run_1/m2.png
Scale: 4 px per µm.
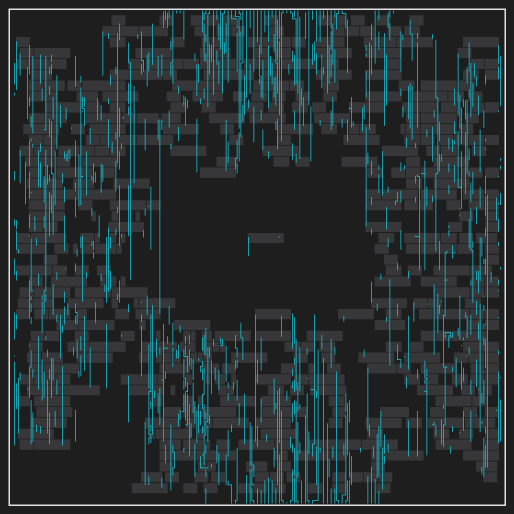
run_1/clock_nets.png
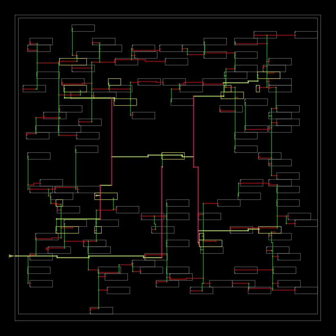
run_1/port_trees.png
Scale: 3 px per µm.
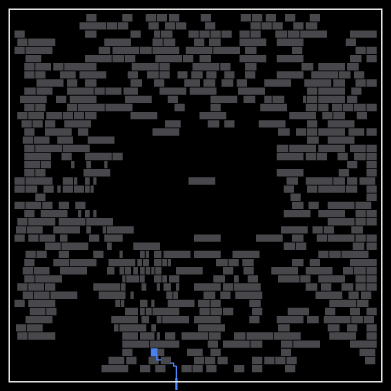
run_1/clock_wires.png
Scale: 4 px per µm.
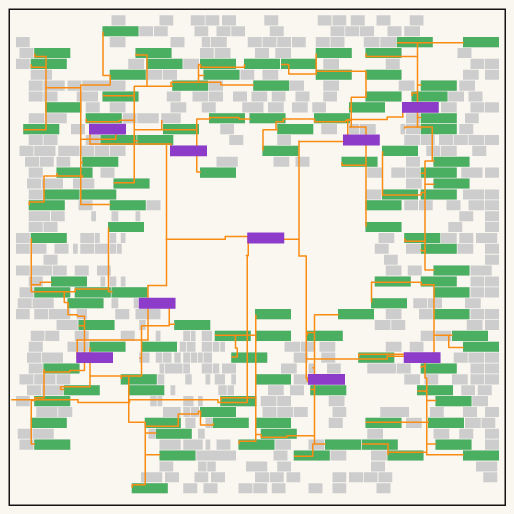
**src/rtl/iob_wishbone2iob_pkg.sv**
```systemverilog
// Shared definitions for the Wishbone<->IOb bridges: FSM encoding,
// default watchdog width and a request-decode helper.
package iob_wishbone2iob_pkg;

    localparam int IOB_WB_TIMEOUT_W = 8;

    typedef enum logic [1:0] {
        ST_IDLE = 2'd0,
        ST_REQ  = 2'd1,
        ST_ACK  = 2'd2,
        ST_ERR  = 2'd3
    } bridge_state_t;

    function automatic logic wb_request(input logic cyc, input logic stb);
        return cyc & stb;
    endfunction

endpackage

```
**src/rtl/iob_wishbone2iob_if.sv**
```systemverilog
// Bus bundle between a Wishbone master, the bridge and an IOb slave.
// The slave modport is the bridge's view; master is the environment's view.
interface iob_wishbone2iob_if #(
    parameter int ADDR_W = 32,
    parameter int DATA_W = 32
);
    logic [ADDR_W-1:0]   wb_addr_i;
    logic [DATA_W/8-1:0] wb_select_i;
    logic                wb_we_i;
    logic                wb_cyc_i;
    logic                wb_stb_i;
    logic [DATA_W-1:0]   wb_data_i;
    logic [DATA_W-1:0]   wb_data_o;
    logic                wb_ack_o;
    logic                wb_error_o;
    logic                valid_o;
    logic [ADDR_W-1:0]   address_o;
    logic [DATA_W-1:0]   wdata_o;
    logic [DATA_W/8-1:0] wstrb_o;
    logic [DATA_W-1:0]   rdata_i;
    logic                ready_i;

    modport slave (
        input  wb_addr_i, wb_select_i, wb_we_i, wb_cyc_i, wb_stb_i, wb_data_i,
        output wb_data_o, wb_ack_o, wb_error_o,
        output valid_o, address_o, wdata_o, wstrb_o,
        input  rdata_i, ready_i
    );

    modport master (
        output wb_addr_i, wb_select_i, wb_we_i, wb_cyc_i, wb_stb_i, wb_data_i,
        input  wb_data_o, wb_ack_o, wb_error_o,
        input  valid_o, address_o, wdata_o, wstrb_o,
        output rdata_i, ready_i
    );

endinterface

```
**src/rtl/iob_reg.sv**
```systemverilog
// Generic register with enable and asynchronous active-high reset to zero.
module iob_reg #(
    parameter int DATA_W = 1
) (
    input  logic              clk_i,
    input  logic              arst_i,
    input  logic              en_i,
    input  logic [DATA_W-1:0] data_i,
    output logic [DATA_W-1:0] data_o
);

    always_ff @(posedge clk_i or posedge arst_i) begin
        if (arst_i) begin
            data_o <= '0;
        end else if (en_i) begin
            data_o <= data_i;
        end
    end

endmodule

```
**src/rtl/iob_wb_watchdog.sv**
```systemverilog
// Cycle watchdog: clear has priority over enable; tc_o flags the enabled
// cycle in which the counter steps onto all-ones.
module iob_wb_watchdog #(
    parameter int WIDTH = 8
) (
    input  logic clk_i,
    input  logic arst_i,
    input  logic clear_i,
    input  logic en_i,
    output logic tc_o
);

    localparam logic [WIDTH-1:0] CNT_LAST = ~WIDTH'(1);

    logic [WIDTH-1:0] cnt_q;
    logic [WIDTH-1:0] cnt_d;

    always_comb begin
        cnt_d = cnt_q;
        if (clear_i) begin
            cnt_d = '0;
        end else if (en_i) begin
            cnt_d = cnt_q + 1'b1;
        end
    end

    always_ff @(posedge clk_i or posedge arst_i) begin
        if (arst_i) begin
            cnt_q <= '0;
        end else begin
            cnt_q <= cnt_d;
        end
    end

    // Fires one cycle early so the timeout spans exactly 2**WIDTH-1 REQ cycles.
    assign tc_o = en_i & ~clear_i & (cnt_q == CNT_LAST);

endmodule

```
**src/rtl/iob_wishbone2iob.sv**
```systemverilog
// Wishbone classic slave to IOb native master bridge: captures one request,
// holds it on IOb until ready, then returns a one-cycle ack (or error on timeout).
module iob_wishbone2iob
    import iob_wishbone2iob_pkg::*;
#(
    parameter int ADDR_W    = 32,
    parameter int DATA_W    = 32,
    parameter int TIMEOUT_W = IOB_WB_TIMEOUT_W
) (
    input  logic                 clk_i,
    input  logic                 arst_i,
    iob_wishbone2iob_if.slave    bus
);

    localparam int STRB_W = DATA_W / 8;

    bridge_state_t state_q;
    bridge_state_t state_d;

    logic              capture;
    logic              rdata_en;
    logic              wdog_clear;
    logic              wdog_en;
    logic              wdog_tc;

    logic [ADDR_W-1:0] address_d;
    logic [ADDR_W-1:0] address_q;
    logic [DATA_W-1:0] wdata_d;
    logic [DATA_W-1:0] wdata_q;
    logic [STRB_W-1:0] wstrb_d;
    logic [STRB_W-1:0] wstrb_q;
    logic              is_read_d;
    logic              is_read_q;
    logic [DATA_W-1:0] wb_data_d;
    logic [DATA_W-1:0] wb_data_q;

    assign address_d = bus.wb_addr_i;
    assign wdata_d   = bus.wb_data_i;
    assign wstrb_d   = bus.wb_we_i ? bus.wb_select_i : '0;
    assign is_read_d = ~bus.wb_we_i;
    assign wb_data_d = bus.rdata_i;

    always_ff @(posedge clk_i or posedge arst_i) begin
        if (arst_i) begin
            state_q <= ST_IDLE;
        end else begin
            state_q <= state_d;
        end
    end

    always_comb begin
        state_d    = state_q;
        capture    = 1'b0;
        rdata_en   = 1'b0;
        wdog_clear = 1'b0;
        wdog_en    = 1'b0;
        case (state_q)
            ST_IDLE: begin
                wdog_clear = 1'b1;
                if (wb_request(bus.wb_cyc_i, bus.wb_stb_i)) begin
                    capture = 1'b1;
                    state_d = ST_REQ;
                end
            end
            ST_REQ: begin
                wdog_en = 1'b1;
                // IOb cannot cancel: an abandoned Wishbone cycle still waits for ready.
                if (bus.ready_i) begin
                    rdata_en = is_read_q;
                    state_d  = bus.wb_cyc_i ? ST_ACK : ST_IDLE;
                end else if (wdog_tc) begin
                    state_d = ST_ERR;
                end
            end
            ST_ACK:  state_d = ST_IDLE;
            ST_ERR:  state_d = ST_IDLE;
            default: state_d = ST_IDLE;
        endcase
    end

    iob_reg #(.DATA_W(ADDR_W)) address_reg (
        .clk_i  (clk_i),
        .arst_i (arst_i),
        .en_i   (capture),
        .data_i (address_d),
        .data_o (address_q)
    );

    iob_reg #(.DATA_W(DATA_W)) wdata_reg (
        .clk_i  (clk_i),
        .arst_i (arst_i),
        .en_i   (capture),
        .data_i (wdata_d),
        .data_o (wdata_q)
    );

    iob_reg #(.DATA_W(STRB_W)) wstrb_reg (
        .clk_i  (clk_i),
        .arst_i (arst_i),
        .en_i   (capture),
        .data_i (wstrb_d),
        .data_o (wstrb_q)
    );

    iob_reg #(.DATA_W(1)) is_read_reg (
        .clk_i  (clk_i),
        .arst_i (arst_i),
        .en_i   (capture),
        .data_i (is_read_d),
        .data_o (is_read_q)
    );

    iob_reg #(.DATA_W(DATA_W)) wb_data_reg (
        .clk_i  (clk_i),
        .arst_i (arst_i),
        .en_i   (rdata_en),
        .data_i (wb_data_d),
        .data_o (wb_data_q)
    );

    iob_wb_watchdog #(.WIDTH(TIMEOUT_W)) watchdog (
        .clk_i   (clk_i),
        .arst_i  (arst_i),
        .clear_i (wdog_clear),
        .en_i    (wdog_en),
        .tc_o    (wdog_tc)
    );

    assign bus.valid_o    = (state_q == ST_REQ);
    assign bus.wb_ack_o   = (state_q == ST_ACK);
    assign bus.wb_error_o = (state_q == ST_ERR);
    assign bus.address_o  = address_q;
    assign bus.wdata_o    = wdata_q;
    assign bus.wstrb_o    = wstrb_q;
    assign bus.wb_data_o  = wb_data_q;

endmodule

```
**src/flat_wrapper.sv**
```systemverilog
// flat-port wrapper written by rule: the top's interface ports become plain ports
module iob_wishbone2iob_flat import iob_wishbone2iob_pkg::*;
#(
    parameter int ADDR_W    = 32,
    parameter int DATA_W    = 32,
    parameter int TIMEOUT_W = IOB_WB_TIMEOUT_W
)
  (clk_i, arst_i, bus_wb_addr_i, bus_wb_select_i, bus_wb_we_i, bus_wb_cyc_i, bus_wb_stb_i, bus_wb_data_i, bus_wb_data_o, bus_wb_ack_o, bus_wb_error_o, bus_valid_o, bus_address_o, bus_wdata_o, bus_wstrb_o, bus_rdata_i, bus_ready_i);
  iob_wishbone2iob_if #(.ADDR_W(ADDR_W), .DATA_W(DATA_W)) bus_i ();
  input  logic clk_i;
  input  logic arst_i;
  input wire logic [$bits(bus_i.wb_addr_i)-1:0] bus_wb_addr_i;
  input wire logic [$bits(bus_i.wb_select_i)-1:0] bus_wb_select_i;
  input wire logic [$bits(bus_i.wb_we_i)-1:0] bus_wb_we_i;
  input wire logic [$bits(bus_i.wb_cyc_i)-1:0] bus_wb_cyc_i;
  input wire logic [$bits(bus_i.wb_stb_i)-1:0] bus_wb_stb_i;
  input wire logic [$bits(bus_i.wb_data_i)-1:0] bus_wb_data_i;
  output wire logic [$bits(bus_i.wb_data_o)-1:0] bus_wb_data_o;
  output wire logic [$bits(bus_i.wb_ack_o)-1:0] bus_wb_ack_o;
  output wire logic [$bits(bus_i.wb_error_o)-1:0] bus_wb_error_o;
  output wire logic [$bits(bus_i.valid_o)-1:0] bus_valid_o;
  output wire logic [$bits(bus_i.address_o)-1:0] bus_address_o;
  output wire logic [$bits(bus_i.wdata_o)-1:0] bus_wdata_o;
  output wire logic [$bits(bus_i.wstrb_o)-1:0] bus_wstrb_o;
  input wire logic [$bits(bus_i.rdata_i)-1:0] bus_rdata_i;
  input wire logic [$bits(bus_i.ready_i)-1:0] bus_ready_i;
  assign bus_i.wb_addr_i = bus_wb_addr_i;
  assign bus_i.wb_select_i = bus_wb_select_i;
  assign bus_i.wb_we_i = bus_wb_we_i;
  assign bus_i.wb_cyc_i = bus_wb_cyc_i;
  assign bus_i.wb_stb_i = bus_wb_stb_i;
  assign bus_i.wb_data_i = bus_wb_data_i;
  assign bus_wb_data_o = bus_i.wb_data_o;
  assign bus_wb_ack_o = bus_i.wb_ack_o;
  assign bus_wb_error_o = bus_i.wb_error_o;
  assign bus_valid_o = bus_i.valid_o;
  assign bus_address_o = bus_i.address_o;
  assign bus_wdata_o = bus_i.wdata_o;
  assign bus_wstrb_o = bus_i.wstrb_o;
  assign bus_i.rdata_i = bus_rdata_i;
  assign bus_i.ready_i = bus_ready_i;
  iob_wishbone2iob #(.ADDR_W(ADDR_W), .DATA_W(DATA_W), .TIMEOUT_W(TIMEOUT_W)) u_core (.clk_i(clk_i), .arst_i(arst_i), .bus(bus_i));
endmodule
```
**config.mk**
```make
export PLATFORM = sky130hd
export DESIGN_NAME = iob_wishbone2iob_flat
export DESIGN_NICKNAME = d
export VERILOG_FILES = /design/src/rtl/iob_wishbone2iob_pkg.sv /design/src/rtl/iob_wishbone2iob_if.sv /design/src/rtl/iob_reg.sv /design/src/rtl/iob_wb_watchdog.sv /design/src/rtl/iob_wishbone2iob.sv /design/src/flat_wrapper.sv
export SDC_FILE = /design/constraint.sdc
export NUM_CORES = 1
export LEC_CHECK = 0
export CORE_UTILIZATION = 30
export DETAILED_ROUTE_END_ITERATION = 8
export SYNTH_ARGS = -nofsm -noshare
export SYNTH_HDL_FRONTEND = slang
export SYNTH_SLANG_ARGS = --single-unit
```
**constraint.sdc**
```tcl
create_clock -name clk_i -period 4.4 [get_ports clk_i]
set_clock_uncertainty 0.05 [all_clocks]
set_input_delay 0.88 -clock clk_i [delete_from_list [all_inputs] [get_ports clk_i]]
set_output_delay 0.88 -clock clk_i [all_outputs]
set_load 0.02 [all_outputs]
```
==> git commit body, run 1 <==
Update PnR metrics after Yosys + OpenROAD run

- The post-route utilization of the core is recorded as 0.484.
- Counting flops with a built-in enable in the synthesized netlist gives 0.
* Number of buffer and inverter stages on the critical path: 2
* Post-route DRC: 0
- Kind of critical path: reg2out
- Pins over their slew limit in the final report were tallied at 0.
- Global Route met3 Usage: 0.0655
- Critical path cell sequence: nand2b_4 -> clkinv_2 -> clkdlybuf4s50_1
- For the worst flop-to-flop path, the logic depth is 3.
- Most common cell in the synthesized netlist: sky130_fd_sc_hd__dfrtp_1
- Number of nets with antenna violations after detailed routing: 0
- FMAX: 361 MHz
- Number of antenna violations at the first check in global routing: 0
- The worst hold path begins at u_core.wstrb_reg.data_o[3]$_DFFE_PP0P_.
* Wire length reported by the detailed router: 10500 µm
- Leak: 2.98 nW
- Met1 demand-to-capacity share in global routing: 0.160
- Port buffering added 208 buffers.
- STA classifies the critical path endpoint as an output port.
- Total track usage: 0.140
- Cell Area, Synth: 0.00444 mm²
- Endpoint arrival time on the critical path: 1840 ps
- Count of tool warnings: 27
* Commonest Layout Cell: sky130_fd_sc_hd__clkdlybuf4s50_1
- Number of nets in the layout: 599
* Post-route cell area: 0.00700 mm²
* Worst setup path startpoint: u_core.state_q[1]$_DFFE_PP0P_
* Number of different library cells in the post-synthesis netlist: 25
- Setup total negative slack on the finished layout was measured at 0 ps.
- Synth mux share: 0.271
- The placement stage leaves a total instance area of 0.00670 mm².
* Layout overhead on the synthesized area: 57.8%
- The detailed router used layers up to and including met4.
* Die height: 124 µm
- Die boundary width: 124 µm
- Note that the worst hold path type here is reg2reg.
- The average instance in the mapped netlist occupies 15.7 µm².
* Buffer cell driving the clock tree root: sky130_fd_sc_hd__clkbuf_16
* Time the worst path needs with I/O delays and setup: 2770 ps
- Core Footprint: 0.0145 mm²
- For this run, the slowest stage of the critical path takes 570 ps.
- Post-synth top area share: 0.626
- Clock buffer depth: 2
- The routed design uses 4800 µm of met2 wire.
- Worst endpoint required time: 3470 ps
- Setup slack on the critical path of the routed design comes to 1630 ps.
- Number of instances resized during post-cts repair: 0
- The congestion estimate from routability-driven global placement came to 0.722.
* Setup violators final: 0
- Termination of the worst setup path: bus_valid_o
- According to the I/O placement log, the pin count is 209.
* Detail Route met3 WL: 1180 µm
- Final Hold Slack: 430 ps
* Worst-Margin Slew: 822 ps
- Overall chip area: 0.0153 mm²
* First-iteration detailed-routing DRC count: 84
- Per the power-grid run, VDD falls by no more than 0.314 mV.
- Counting the warning lines in the Yosys log gives 0.
- Once layout is complete, the cells apart from fillers number 680.
* Cell depth of the worst min-delay path: 2
- For this run, the register share of the synthesized area comes to 0.626.
- Commonest flop: sky130_fd_sc_hd__dfrtp_1
- The cell-mix breakdown from Yosys lists the XOR/XNOR area share as 0.
* Post-synth area hogs: sky130_fd_sc_hd__dfrtp_1 63%, sky130_fd_sc_hd__mux2_2 17%, sky130_fd_sc_hd__mux2_4 10%
- TritonCTS clock tree: done
- Met2 Track Usage GR: 0.222
- Period utilisation layout: 0.630
- Register-to-register setup slack: 2240 ps
- Crit-path max FO: 13
- Number of vias per cell: 4.47
* Synthesized netlist cell count: 283
* Yosys stat chip area: 0.00444 mm²
- Number of buffers inserted for hold repair after clock tree synthesis: 0
- Dividing total power by cell area gives a power density of 558 mW/mm².
* Maximum number of pins on one net before global-route repair: 66
* Register bit total from synthesis: 111
* Number of gates on the worst path with buffers counted: 3
- Wire length of the first global-routing pass: 16000 µm
- For this run the detailed placement stage logged an HPWL of 7480 µm.
- Proportion of register bits with asynchronous set or reset after synthesis: 1.00
- Result of the run: completed
- The biggest area contributor in the post-synthesis netlist is sky130_fd_sc_hd__dfrtp_1.
- Gate family responsible for the most delay along the worst path: buffers and inverters
- Ant diodes: 0
- First-pass DRT Iterations: 4
- TritonRoute output was used to compute an average wire per cell of 15.5 µm.
- Worst r2r dst: u_core.wdata_reg.data_o[10]$_DFFE_PP0P_
- The synth_stat.txt file lists the number of cells as 283.
- The library cells used most frequently in the layout, excluding fill and tap cells, are 208 x sky130_fd_sc_hd__clkdlybuf4s50_1, 111 x sky130_fd_sc_hd__dfrtp_1, 66 x sky130_fd_sc_hd__mux2_2.
* Most common library cells after synthesis: 111 x sky130_fd_sc_hd__dfrtp_1, 66 x sky130_fd_sc_hd__mux2_2, 30 x sky130_fd_sc_hd__mux2_4
* Sink of the worst hold path: u_core.wstrb_reg.data_o[3]$_DFFE_PP0P_
* Simple-gate area share of the yosys netlist: 0.0507
- Clock Pin Slew Worst Setup and Hold Paths: 70 ps
- The initialized floorplan defines 44 standard-cell rows.
- Share of cells above drive strength 1: 0.238
* Final tally of hold violations: 0
- Synthesis produced a netlist with a net count of 391.
- CP max-delay cell: sky130_fd_sc_hd__dfrtp_1
- Most Crowded Layer GR: met2
* Startpoint type of the worst setup path: flip-flop
- Measured against its own limit, the worst slew margin works out to 0.452.
* Biggest regs: u_core.address_reg.data_o x32, u_core.wb_data_reg.data_o x32, u_core.wdata_reg.data_o x32
- Overall overflow remaining after global route: 0
- Setup repair after global routing left no endpoint under its margin.
- Placed Cells incl. Taps: 664
- The worst register-to-register path begins at u_core.state_q[1]$_DFFE_PP0P_.
* Setup slack after placement: 1470 ps
* Area share of and-or/or-and cells after synthesis: 0.0209
- Max-cap violation count: 0
* CTS HTree Levels: 3
- Total CTS buffers: 9
* Post-layout power: 3.91 mW
* Main logic family: multiplexers
- Sum of routed wire segments on met1: 4360 µm
* Via count of the routed design: 3038
- For this configuration, the core starts out at a cell density of 0.307.
- Number of buffers inserted by post-CTS setup repair: 0
- Per the synthesis report, the adder-cell share of the synthesized area is 0.00564.
- The via count of the first global-routing pass is 3187.
Notes on m2.png above:
longest straight run = 68.0 µm
main direction = vertical
wire length on this layer = 4800 µm
nets with wire on the layer = 537

Notes on clock_nets.png above:
clk pwr: 0.825 mW
clk latency late pin: 350 ps
TritonCTS Sinks: 111
clock tree buffer count of the final layout: 11
Flops: 111

Notes on port_trees.png above:
bus_wb_error_o -> blue  # bits 1, direction output, end cells 1, wire 10.5 µm

Notes on clock_wires.png above:
flip-flops -> green  # count 111
clock wires -> orange  # length 1440 µm
clock-net drivers -> purple  # count 9
flops lie = all over the die
routed clock nets = 10

[run 1: logic make-up (layout without fill, tap and decap cells)]
group / count (synthesis) / after routing
simple gates: 37 / 37
mux: 97 / 97
buf+inv: 19 / 232
compound gates: 17 / 17
fa+ha+maj: 2 / 2
flops: 111 / 111
[run 1: report_power, final]
group	internal (mW)	switching, mW	leakage (nW)
clock network	0.456	0.368	0.138
logic	0.904	0.675	1.51
registers	1.33	0.176	1.34
total	2.69	1.22	2.98
[run 1: layout make-up]
class,instances,area [µm²]
Clock buffer,11,243
Fill cell,1277,7480
Inverter,6,26.3
Multi-Input combinational cell,153,1550
Clock inverter,5,57.6
Sequential cell,111,2780
Timing Repair Buffer,210,2120
Tap cell,184,230
run_1/class_map.png
Scale: 3 px per µm. Fill, decap, tap and diode cells in gray.
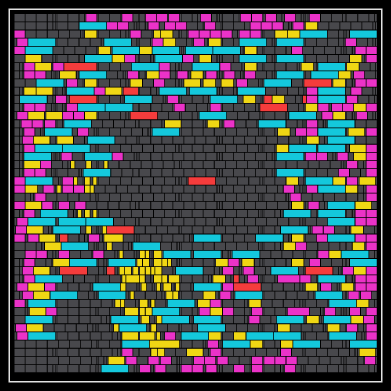

==> run 2: changes to the inputs <==
- clock period: 4.4 -> 2.74 ns (I/O delays scaled with it)
run_2/class_map.png
Scale: 3 px per µm. Fill, decap, tap and diode cells in gray.
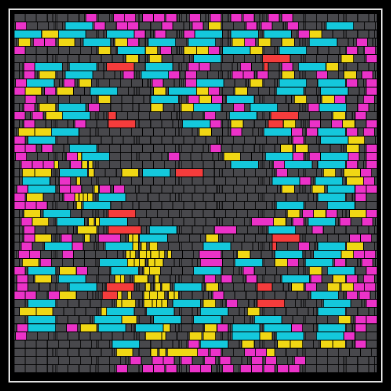
remaining buffers and delay cells -> magenta  # cells 213, share of their area 32%
remaining logic cells -> yellow  # cells 159, share of their area 23%
clock drivers and dummy loads -> red  # cells 16, share of their area 4.6%
registers -> cyan  # cells 111, share of their area 41%

==> run 2 against run 1 <==
Compared with the run above:
- register-to-register slack got worse by 1400 ps
- area after synthesis unchanged
- sequential share of layout area decreased by 0.41 points
- clock power increased by 62%
- critical endpoint unchanged
- largest power group unchanged
==> git commit body, run 2 <==
Update PnR metrics after Yosys + OpenROAD run

- Met1 demand-to-capacity share in global routing: 0.170 (was 0.160)
- The xor/xnor cell area share of the yosys netlist was 0 (unchanged).
- CP max-delay cell: sky130_fd_sc_hd__dfrtp_1 (unchanged)
- Cell Rows: 44 (unchanged)
- Result of the run: completed (unchanged).
- The share of synthesized cell area in and, or, nand and nor gates is 0.0507 (unchanged).
* Count of tool warnings: 27 (unchanged)
- The combinational logic power is 2.53 mW (was 1.58 mW).
* Most common library cells after synthesis: 111 x sky130_fd_sc_hd__dfrtp_1, 66 x sky130_fd_sc_hd__mux2_2, 30 x sky130_fd_sc_hd__mux2_4 (unchanged)
- Nets in the synthesized netlist: 391 (unchanged)
- Most Crowded Layer GR: met2 (unchanged)
- The top power group is combinational cells (unchanged).
- Cell depth of the worst min-delay path: 2 (unchanged)
- Commonest Layout Cell: sky130_fd_sc_hd__clkdlybuf4s50_1 (unchanged)
- The critical hold path startpoint is u_core.wstrb_reg.data_o[1]$_DFFE_PP0P_ (was u_core.wstrb_reg.data_o[3]$_DFFE_PP0P_).
* Max-slew headroom: 0.671 (was 0.452)
* Leak: 3.02 nW (was 2.98 nW)
* Power of the sequential group: 2.42 mW (was 1.50 mW)
- The data required time of the critical path is 2140 ps (was 3470 ps).
- Number of gates on the worst path with buffers counted: 3 (unchanged)
- The synthesized area per cell is 15.7 µm² (unchanged).
- The number of I/O pins is 209 (unchanged).
- The number of buffers added on ports came to 208 (unchanged).
- Biggest regs: u_core.address_reg.data_o x32, u_core.wb_data_reg.data_o x32, u_core.wdata_reg.data_o x32 (unchanged)
* Post-synthesis cell count from yosys: 283 (unchanged)
* Number of nets with antenna violations after detailed routing: 0 (unchanged)
- Combinational group share of total power: 0.403 (was 0.404)
- The slack of the worst reg-to-reg path is 870 ps (was 2240 ps).
- Cell Area, Synth: 0.00444 mm² (unchanged)
- Met2 Track Usage GR: 0.226 (was 0.222)
- Clock share of power: 0.213 (was 0.211)
* Area after detailed placement: 0.00676 mm² (was 0.00670 mm²)
- The violation count after the first detailed-routing iteration came to 117 (was 84).
- Number of standard cells in the layout, taps in and fillers out: 683 (was 680)
* Via count of the routed design: 3028 (was 3038)
* Number of antenna violations at the first check in global routing: 0 (unchanged)
- The critical path endpoint category is an output port (unchanged).
- The number of buffers inserted for hold repair after clock tree synthesis is 0 (unchanged).
* Number of nets in the layout: 602 (was 599)
- The switching portion of total power was 0.304 (was 0.312).
* Critical path cell sequence: nand2b_4 -> clkinv_2 -> clkdlybuf4s50_1 (unchanged)
- The area share of the leading cell type in the synthesized netlist is 0.626 (unchanged).
- Final tally of hold violations: 0 (unchanged)
- The and-or/or-and share of the synthesized area came to 0.0209 (unchanged).
* Number of instances resized during post-cts repair: 0 (unchanged)
- The buffers inserted during post-CTS setup optimization is 0 (unchanged).
- Biggest area consumer among synthesized cells: sky130_fd_sc_hd__dfrtp_1 (unchanged)
- Vias in the first global route: 3168 (was 3187)
- Time the worst path needs with I/O delays and setup: 2440 ps
- Post-route DRC: 0 (unchanged)
- Final Core Density: 0.489 (was 0.484)
- The yosys synthesis chip area was 0.00444 mm² (unchanged).
* Overall overflow remaining after global route: 0 (unchanged)
- Post-route cell area: 0.00708 mm² (was 0.00700 mm²)
- The post-synthesis sequential element count was 111 (unchanged).
- Worst Slack Setup Final: 300 ps (was 1630 ps)
- Buffer cell driving the clock tree root: sky130_fd_sc_hd__clkbuf_16 (unchanged)
- Net switching power: 1.91 mW (was 1.22 mW)
- Termination of the worst setup path: bus_valid_o (unchanged)
- The placeable core area came to 0.0145 mm² (unchanged).
- The largest buffer count on any clock path came to 2 (unchanged).
- Max-cap violation count: 0 (unchanged)
- Sink of the worst hold path: u_core.wstrb_reg.data_o[1]$_DFFE_PP0P_ (was u_core.wstrb_reg.data_o[3]$_DFFE_PP0P_)
- The number of synthesis warnings is 0 (unchanged).
- The antenna cell count is 0 (unchanged).
* Wire length of the first global-routing pass: 16000 µm (about the same)
* Average wire per cell in the routed design: 15.5 µm (about the same)
- Clk pwr: 1.34 mW (was 0.825 mW)
- Number of different library cells in the post-synthesis netlist: 25 (unchanged)
* Clk latency late pin: 340 ps (was 350 ps)
- HPWL Detailed: 7840 µm (was 7480 µm)
* Clock Pin Slew Worst Setup and Hold Paths: 70 ps (about the same)
- The largest family of logic cells by area is multiplexers (unchanged).
- The met3 routing resource usage after global routing is 0.0449 (was 0.0655).
- Crit-path max FO: 13 (unchanged)
- The path type of the worst setup path is reg2out (unchanged).
- Worst setup path startpoint: u_core.state_q[1]$_DFFE_PP0P_ (unchanged)
* Fin. max-slew vios: 0 (unchanged)
- The largest voltage drop on the vdd net was 0.415 mV (was 0.314 mV).
* Kind of path behind the tightest hold check: reg2reg (unchanged)
- Most frequently placed logic cells in the final layout: 208 x sky130_fd_sc_hd__clkdlybuf4s50_1, 111 x sky130_fd_sc_hd__dfrtp_1, 66 x sky130_fd_sc_hd__mux2_2 (unchanged).
- The category of cells accounting for the largest share of critical-path delay is buffers and inverters (unchanged).
- Setup slack after placement: 447 ps (was 1470 ps)
* Final Hold Slack: 434 ps (was 430 ps)
- Accumulated negative setup slack: 0 ps (unchanged)
- The detailed-route vias per instance is 4.43 (was 4.47).
- The number of cells after detailed placement came to 667 (was 664).
- The total of endpoints with negative setup slack in the final report came to 0 (unchanged).
* Startpoint of the worst-slack reg-to-reg timing path: u_core.state_q[1]$_DFFE_PP0P_ (unchanged)
* Overall chip area: 0.0153 mm² (unchanged)
- The starting density of the core came to 0.307 (unchanged).
- The power per standard cell area came to 889 mW/mm² (was 558 mW/mm²).
- The share of cells above drive strength 1 was 0.240 (was 0.238).
* Most common cell in the synthesized netlist: sky130_fd_sc_hd__dfrtp_1 (unchanged)
- Die height: 124 µm (unchanged)
- Maximum number of pins on one net before global-route repair: 49 (was 66)
- The number of iterations in the first detailed-routing pass was 4 (unchanged).
* Worst-Margin Slew: 492 ps (was 822 ps)
- The internal portion of total power came to 4.38 mW (was 2.69 mW).
* TritonCTS Sinks: 111 (unchanged)
* Layout overhead on the synthesized area: 59.4% (was 57.8%)
- The element type at the critical path start is a flip-flop (unchanged).
* Die boundary width: 124 µm (unchanged)
- Post-synth area hogs: sky130_fd_sc_hd__dfrtp_1 63%, sky130_fd_sc_hd__mux2_2 17%, sky130_fd_sc_hd__mux2_4 10% (unchanged).
- Synth mux share: 0.271 (unchanged)
- Adder and majority gate portion of the synthesized area: 0.00564 (unchanged)
* Count of library flops with an enable pin: 0 (unchanged)
* Commonest flop: sky130_fd_sc_hd__dfrtp_1 (unchanged)
- The total CTS buffers is 9 (unchanged).
- Endpoint arrival time on the critical path: 1840 ps (about the same)
* RSZ-0062 raised after global routing: no (unchanged)
* Post-layout power: 6.29 mW (was 3.91 mW)
* Period utilisation layout: 0.890
- The global placement routability congestion was 0.734 (was 0.722).
* Proportion of register bits with asynchronous set or reset after synthesis: 1.00 (unchanged)
- The buffers plus inverters on the worst setup path is 2 (unchanged).
- CTS HTree Levels: 3 (unchanged)
- Worst r2r dst: u_core.wb_data_reg.data_o[30]$_DFFE_PP0P_ (was u_core.wdata_reg.data_o[10]$_DFFE_PP0P_)
- Wire length reported by the detailed router: 10600 µm (was 10500 µm)
- The aggregate global-route resource usage was 0.140 (about the same).
- The share of synthesized area occupied by flip-flops and latches is 0.626 (unchanged).
run_2/clock_wires.png
Scale: 4 px per µm.
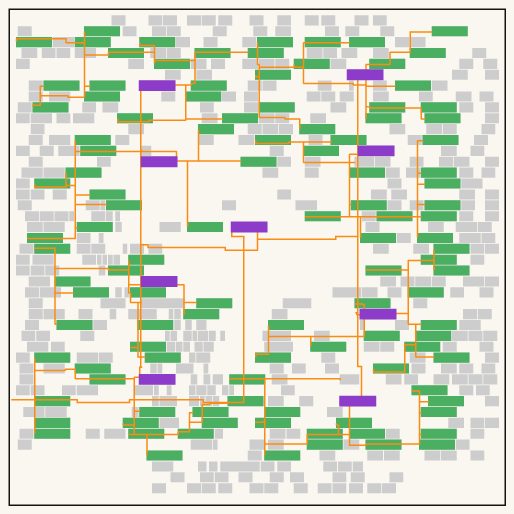
clock wires -> orange  # length 1370 µm
flip-flops -> green  # count 111
clock-net drivers -> purple  # count 9
flops lie = all over the die

==> run 2: cell counts after synthesis <==
Identical to the previous run, type by type.
==> run 2: cell type report <==
class | count | area, µm²
tap | 184 | 230
timing repair buffer | 213 | 2180
fill | 1284 | 7400
multi-input combinational | 153 | 1550
clock inverter | 2 | 37.5
inverter | 6 | 27.5
clock buffer | 14 | 274
sequential | 111 | 2780
==> run 2: cells by family (layout without fill, tap and decap cells) <==
| family | count (synthesis) | in the layout |
|---|---|---|
| adders and majority gates | 2 | 2 |
| and+or+nand+nor | 37 | 37 |
| muxes | 97 | 97 |
| buffers and inverters | 19 | 235 |
| DFF | 111 | 111 |
| AOI/OAI and AO/OA | 17 | 17 |
==> run 2: metal layers <==
layer,routed length [µm],vias up
li1,-,1412
met1,4460,1468
met2,4900,136
met3,1020,12
met4,193,0
met5,0,-
Power and IR drop assume default switching activity.
